==> config.mk <==
export PLATFORM = sky130hd
export DESIGN_NAME = display_scan_ctrl
export DESIGN_NICKNAME = d
export VERILOG_FILES = /design/src/rtl/disp_pkg.sv /design/src/rtl/scan_timer.sv /design/src/rtl/display_scan_ctrl.sv
export SDC_FILE = /design/constraint.sdc
export NUM_CORES = 1
export LEC_CHECK = 0
export ABC_CLOCK_PERIOD_IN_PS = 3050
export CORE_ASPECT_RATIO = 0.8
export CORE_MARGIN = 8
export CORE_UTILIZATION = 32
export CTS_CLUSTER_DIAMETER = 150
export DETAILED_ROUTE_END_ITERATION = 12
export HOLD_SLACK_MARGIN = 0.08
export PLACE_DENSITY_LB_ADDON = 0.08
export SYNTH_ARGS = -nofsm -noshare
export SYNTH_HDL_FRONTEND = slang
export SYNTH_SLANG_ARGS = --single-unit
==> constraint.sdc <==
create_clock -name clk -period 3.05 [get_ports clk]
set_clock_uncertainty 0.05 [all_clocks]
set_input_delay 0.305 -clock clk [delete_from_list [all_inputs] [get_ports clk]]
set_output_delay 0.305 -clock clk [all_outputs]
set_load 0.01 [all_outputs]
Run 1, placed cells, one color a class:
The bar under the picture is 20 microns long. Fill, decap, tap and diode cells in gray.
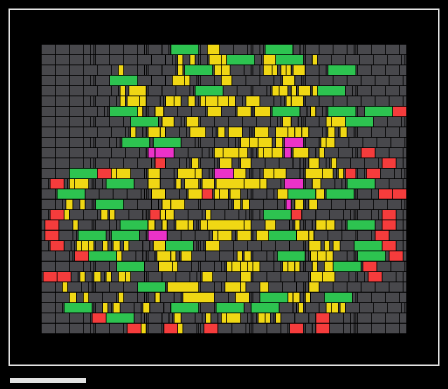
| class | color | cells | share of their area |
|---|---|---|---|
| remaining buffers and delay cells | red | 34 | 12% |
| remaining logic cells | yellow | 215 | 51% |
| registers | green | 45 | 33% |
| clock drivers and dummy loads | magenta | 8 | 3.1% |
post-layout util: 38.3%
final non-filler cell area: 0.00281 sq mm
Cell Rows: 28
area inside the core boundary: 0.00732 sq mm

Run 1, sequential cells colored by netlist name:
The bar under the picture is 20 microns long.
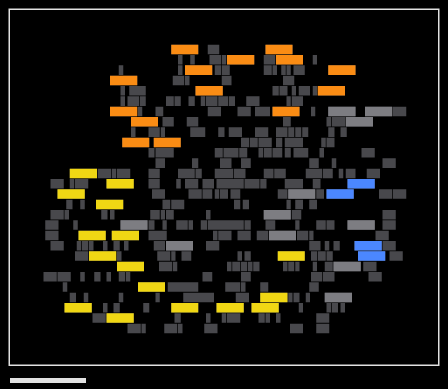
| netlist name | color | sequential cells |
|---|---|---|
| u_timer.r_cnt | orange | 14 |
| an_n | blue | 4 |
| r_snap | yellow | 16 |
sequential portion of the cell area: 32.1%
total area of sequential cells: 901 sq um

Run 1, wiring by layer:
The bar under the picture is 20 microns long.
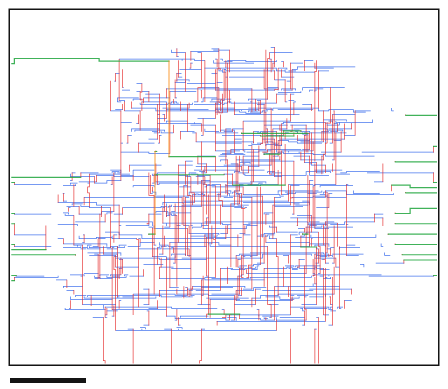
| layer | color | wire length |
|---|---|---|
| M3 | green | 293 microns |
| M1 | blue | 3,320 microns |
| M2 | red | 2,240 microns |
| M4 | orange | 46.9 microns |
detailed-route wire length: 5910 microns
wire per inst: 15.1 microns

Run 1, logic cells by family:
The bar under the picture is 20 microns long.
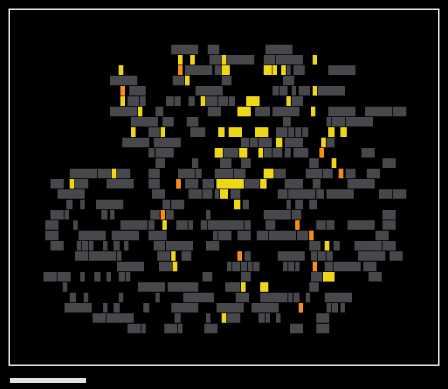
| family | color | cells | most used |
|---|---|---|---|
| nor cells | yellow | 46 | nor2_1 |
| inv cells | orange | 11 | inv_1 |
non-filler cells, final: 392
leading cell type in the layout, fill and taps excluded: sky130_fd_sc_hd__dfxtp_1
multi-input logic portion of the cell area: 47.8%

==> run notes, run 1 <==
The flow ran to the end, and the final reports show no timing, DRC or antenna violations. The area recorded from the Yosys report for this design is 0.00239 sq mm. The most frequently used flop master after synthesis was sky130_fd_sc_hd__dfxtp_1. STA reports the tightest min-delay check as being of type reg -> reg.

The total tool warning count works out to 26. According to the report, the first pass of detailed routing completed in 4 iterations. The final antenna diode tally reported by the flow is 0.

The run gives 323 as the post-layout net count. As reported, the later end of the worst-skew pair has a clock insertion delay of 0.29 ns. For this design the top-level I/O count stands at 30. The violation tally recorded at the end of detailed-routing iteration 0 is 70. Setup repair after global routing left no endpoint under its margin.

The overall die width works out to 113 microns. The run gives 0 as the number of hold violations in the final report. The logs give 2.69 ns for the data arrival at the endpoint of the critical path and 390 MHz for the maximum operating frequency. The number of flip-flops and latches in the synthesized netlist came out at 45.

By instance count after routing, the leading logic cell types are sky130_fd_sc_hd__dfxtp_1, sky130_fd_sc_hd__nand2_1, sky130_fd_sc_hd__clkdlybuf4s50_1. The power in sequential cells is 640 uW. The buffer and inverter count on the worst path is 0, and the share of final-layout standard cells stronger than drive strength 1 is 9.60%. With the post-synth net total at 298, the Yosys warning count is 0. For reference, the most critical setup path is categorized as reg -> reg. Number of CTS-inserted buffers: 5.

After synthesis, flip-flops and latches occupy 37.6% of the total area. The number of DRC violations after detailed routing is 0, and the relative area change from synthesis to final layout is 17.3%. The total number of vias is 2,000. Combinational logic burns 16.2% of the power. The switching portion of total power comes to 27.3%. Looking at the clock tree report, the maximum root-to-sink buffer count equals 2.
==> run 1: cell families after synthesis <==
logic type / count (synthesis) / share of synthesized area, %
xor gates and xnor gates: 13 / 4.76
muxes: 17 / 8.89
and+or+nand+nor: 119 / 26.8
buffers and inverters: 27 / 6.48
DFF: 45 / 37.6
adders and majority gates: 2 / 1.05
AOI/OAI and AO/OA: 53 / 14.4
==> run 1: stage by stage <==
stage               worst slack (ns)  cells  util, %
finish                         0.485    392     38.3
global route                   0.264    392     38.3
CTS                            0.477    392     38.3
detailed placement             0.491    384     37.2
global placement               0.541    384     37.2
floorplan                      0.452    276        -
==> run 1: area by class of cell <==
class / instances / share of cell area (%)
clock buffer: 6 / 2.59
clock inverter: 2 / 0.357
inverter: 11 / 1.47
multi-input combinational: 204 / 47.8
sequential: 45 / 32.1
tap: 90 / 4.01
timing repair buffer: 34 / 11.7
==> run 1: synth_stat cells, types with 5 or more instances <==
master / number / share of area (%)
sky130_fd_sc_hd__mux2i_1: 13 / 5.4
sky130_fd_sc_hd__dfxtp_1: 45 / 38
sky130_fd_sc_hd__nor3_1: 6 / 1.3
sky130_fd_sc_hd__xor2_1: 6 / 2.2
sky130_fd_sc_hd__xnor2_1: 7 / 2.6
sky130_fd_sc_hd__inv_1: 10 / 1.6
sky130_fd_sc_hd__nand2_1: 37 / 5.8
sky130_fd_sc_hd__nor2_1: 27 / 4.2
sky130_fd_sc_hd__o21ai_0: 8 / 1.7
sky130_fd_sc_hd__a21oi_1: 19 / 4.0
sky130_fd_sc_hd__and3_1: 5 / 1.3
sky130_fd_sc_hd__clkbuf_1: 6 / 0.94
sky130_fd_sc_hd__nand3_1: 8 / 1.7
==> run 1: routing by layer <==
layer  track usage, %  vias up
met5                0        -
met4             3.36        0
met3             3.09        5
met2             15.3       43
met1             17.7      919
li1                 -     1033
==> run 1 -> run 2 <==
--- a/config.mk
+++ b/config.mk
@@ -5,7 +5,7 @@
 export SDC_FILE = /design/constraint.sdc
 export NUM_CORES = 1
 export LEC_CHECK = 0
-export ABC_CLOCK_PERIOD_IN_PS = 3050
+export ABC_CLOCK_PERIOD_IN_PS = 2300
 export CORE_ASPECT_RATIO = 0.8
 export CORE_MARGIN = 8
 export CORE_UTILIZATION = 32
==> constraint.sdc (replaced) <==
create_clock -name clk -period 2.3 [get_ports clk]
set_clock_uncertainty 0.05 [all_clocks]
set_input_delay 0.23 -clock clk [delete_from_list [all_inputs] [get_ports clk]]
set_output_delay 0.23 -clock clk [all_outputs]
set_load 0.01 [all_outputs]
Run 2, placed cells, one color a class:
The bar under the picture is 20 microns long. Fill, decap, tap and diode cells in gray.
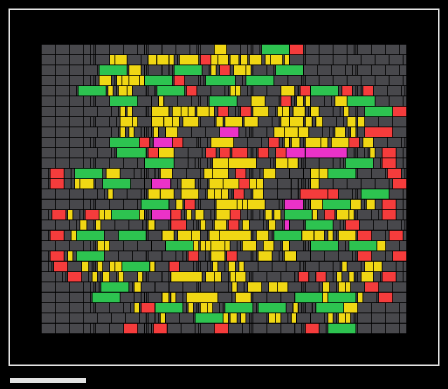
| class | color | cells | share of their area |
|---|---|---|---|
| remaining buffers and delay cells | red | 66 | 20% |
| clock drivers and dummy loads | magenta | 8 | 3.8% |
| registers | green | 45 | 30% |
| remaining logic cells | yellow | 215 | 47% |
sequential portion of the cell area: 28.7%
final non-filler cell area: 0.00316 sq mm
post-layout util: 43.2%

==> run 2 against run 1 <==
The run now ends with negative setup slack left. Sequential share of layout area down 3.4 points. Cell area up 13%. Area after synthesis unchanged. First-iteration DRC count is 34% higher. Global-route usage up 0.57 points. Largest cell class unchanged. Highest routed layer unchanged.
==> run notes, run 2 <==
The run finished, with violations left. The final reports fail on negative setup slack. Sequential elements use 37.6% of the synthesized area.

For the required time of the worst setup path, the log shows 2.49 ns. For the number of iterations in the first detailed-routing pass, the log shows 4. TritonCTS created 5 clock buffers. Checking hold timing, the worst path is listed with class reg -> reg. The share of final-layout standard cells stronger than drive strength 1 is 22.2%, and the final standard cell count with taps included and fillers excluded is 424. The final timing report lists a hold violation count of 0. The most frequent logic cell in the layout was sky130_fd_sc_hd__dfxtp_1. Synthesis inferred 45 register bits.

The script reports the combined buffer and inverter count of the critical path as 0. The met2 usage was 17.0%. After synthesis, the chip area reported by Yosys is 0.00239 sq mm.

For met3 alone, demand over resource in global routing was 3.28%. The H-tree was split into 2 levels. The kind of critical path is reg -> reg.

Post-synth the commonest register cell is sky130_fd_sc_hd__dfxtp_1. The routed layout reports a DRC error count of 0. The number of setup violations in the final report was 3. The worst-skew pair later-pin latency was 0.29 ns; the top-area cell type share of the netlist area was 37.6%. The final antenna diode tally reported by the flow is 0. The maximum operating frequency is 426 MHz, and the final routed wire length divided by cell count is 14.8 microns.

The region available for standard cell placement spans 0.00732 sq mm. The run gives 414 for the placed cell count. Setup repair after global routing could not meet its margin everywhere. Largest area contributor in the synthesized netlist: sky130_fd_sc_hd__dfxtp_1. With the combined flip-flop and latch cell area at 906 sq um, the post-synth net total is 298. After synthesis, the share of flip-flops with an asynchronous set or reset is 0%. For the number of placement rows, the log shows 28. For met1 alone, demand over resource in global routing was 18.3%.

No sink is reached through more buffers than the 2 on the longest clock path. The most common logic cells in the final layout are sky130_fd_sc_hd__dfxtp_1, sky130_fd_sc_hd__nand2_1, sky130_fd_sc_hd__buf_4. The total tool warning count came out at 29. The share of power burned in combinational logic is 17.4%.

By count the netlist is led by sky130_fd_sc_hd__dfxtp_1, sky130_fd_sc_hd__nand2_1, sky130_fd_sc_hd__nor2_1, sky130_fd_sc_hd__a21oi_1, sky130_fd_sc_hd__mux2i_1. The switching share of power is 24.8%. The tools report the smallest setup slack after layout as -0.0481 ns. The synthesis log from Yosys contains 0 warnings.

The tools report the total number of vias as 2,113. The run gives 94 as the number of DRC violations after detailed-routing iteration 0. The main area contributors are sky130_fd_sc_hd__dfxtp_1, sky130_fd_sc_hd__nand2_1, sky130_fd_sc_hd__mux2i_1, sky130_fd_sc_hd__nor2_1, sky130_fd_sc_hd__a21oi_1. For this design the top-level I/O count stands at 30.
[run 2: cell count changes in the layout (fill, tap and decap cells not counted), sizes merged]
cell,before,now
clkbuf,6,7
bufinv,0,1
buf,5,37
clkinv,3,1
[run 2: power by group through the flow]
| stage | Clock, uW | Sequential (uW) | Combinational (uW) |
|---|---|---|---|
| floorplan | 0 | 858 | 176 |
| global placement | 0 | 860 | 300 |
| detailed placement | 0 | 860 | 300 |
| CTS | 638 | 842 | 305 |
| global route | 664 | 848 | 340 |
| finish | 617 | 842 | 308 |
[run 2: what timing repair did]
| item | in CTS | in global routing |
|---|---|---|
| hold buffers | 0 | 0 |
| buffers inserted | 1 | 1 |
| gates resized | 5 | 13 |
| cloned | 0 | 0 |
| endpoints found under the setup margin | 9 | 10 |
| pin swaps | 7 | 10 |
[run 2: final cells by class]
type | count | share of cell area [%]
Clock buffer | 7 | 2.73
Clock inverter | 1 | 0.950
Inverter | 11 | 1.35
Multi-Input combinational cell | 204 | 43.7
Sequential cell | 45 | 28.7
Tap cell | 90 | 3.56
Timing Repair Buffer | 66 | 19.0
[run 2: per-stage QoR]
step	area, sq um	power, uW
finish	3160	1770
CTS	3120	1780
global route	3160	1850
detailed placement	2970	1160
global placement	2970	1160
floorplan	2400	1030
[run 2: logic make-up (layout without fill, tap and decap cells)]
kind of cell               Yosys count  in the layout  share of synthesized area [%]
DFF                                 45             45                           37.6
and+or+nand+nor                    119            119                           26.8
xor gates and xnor gates            13             13                           4.76
AOI/OAI and AO/OA                   53             53                           14.4
muxes                               17             17                           8.89
buffers and inverters               27             85                           6.48
adders and majority gates            2              2                           1.05
Power figures rest on the tool's default switching activity, not on a simulated workload.
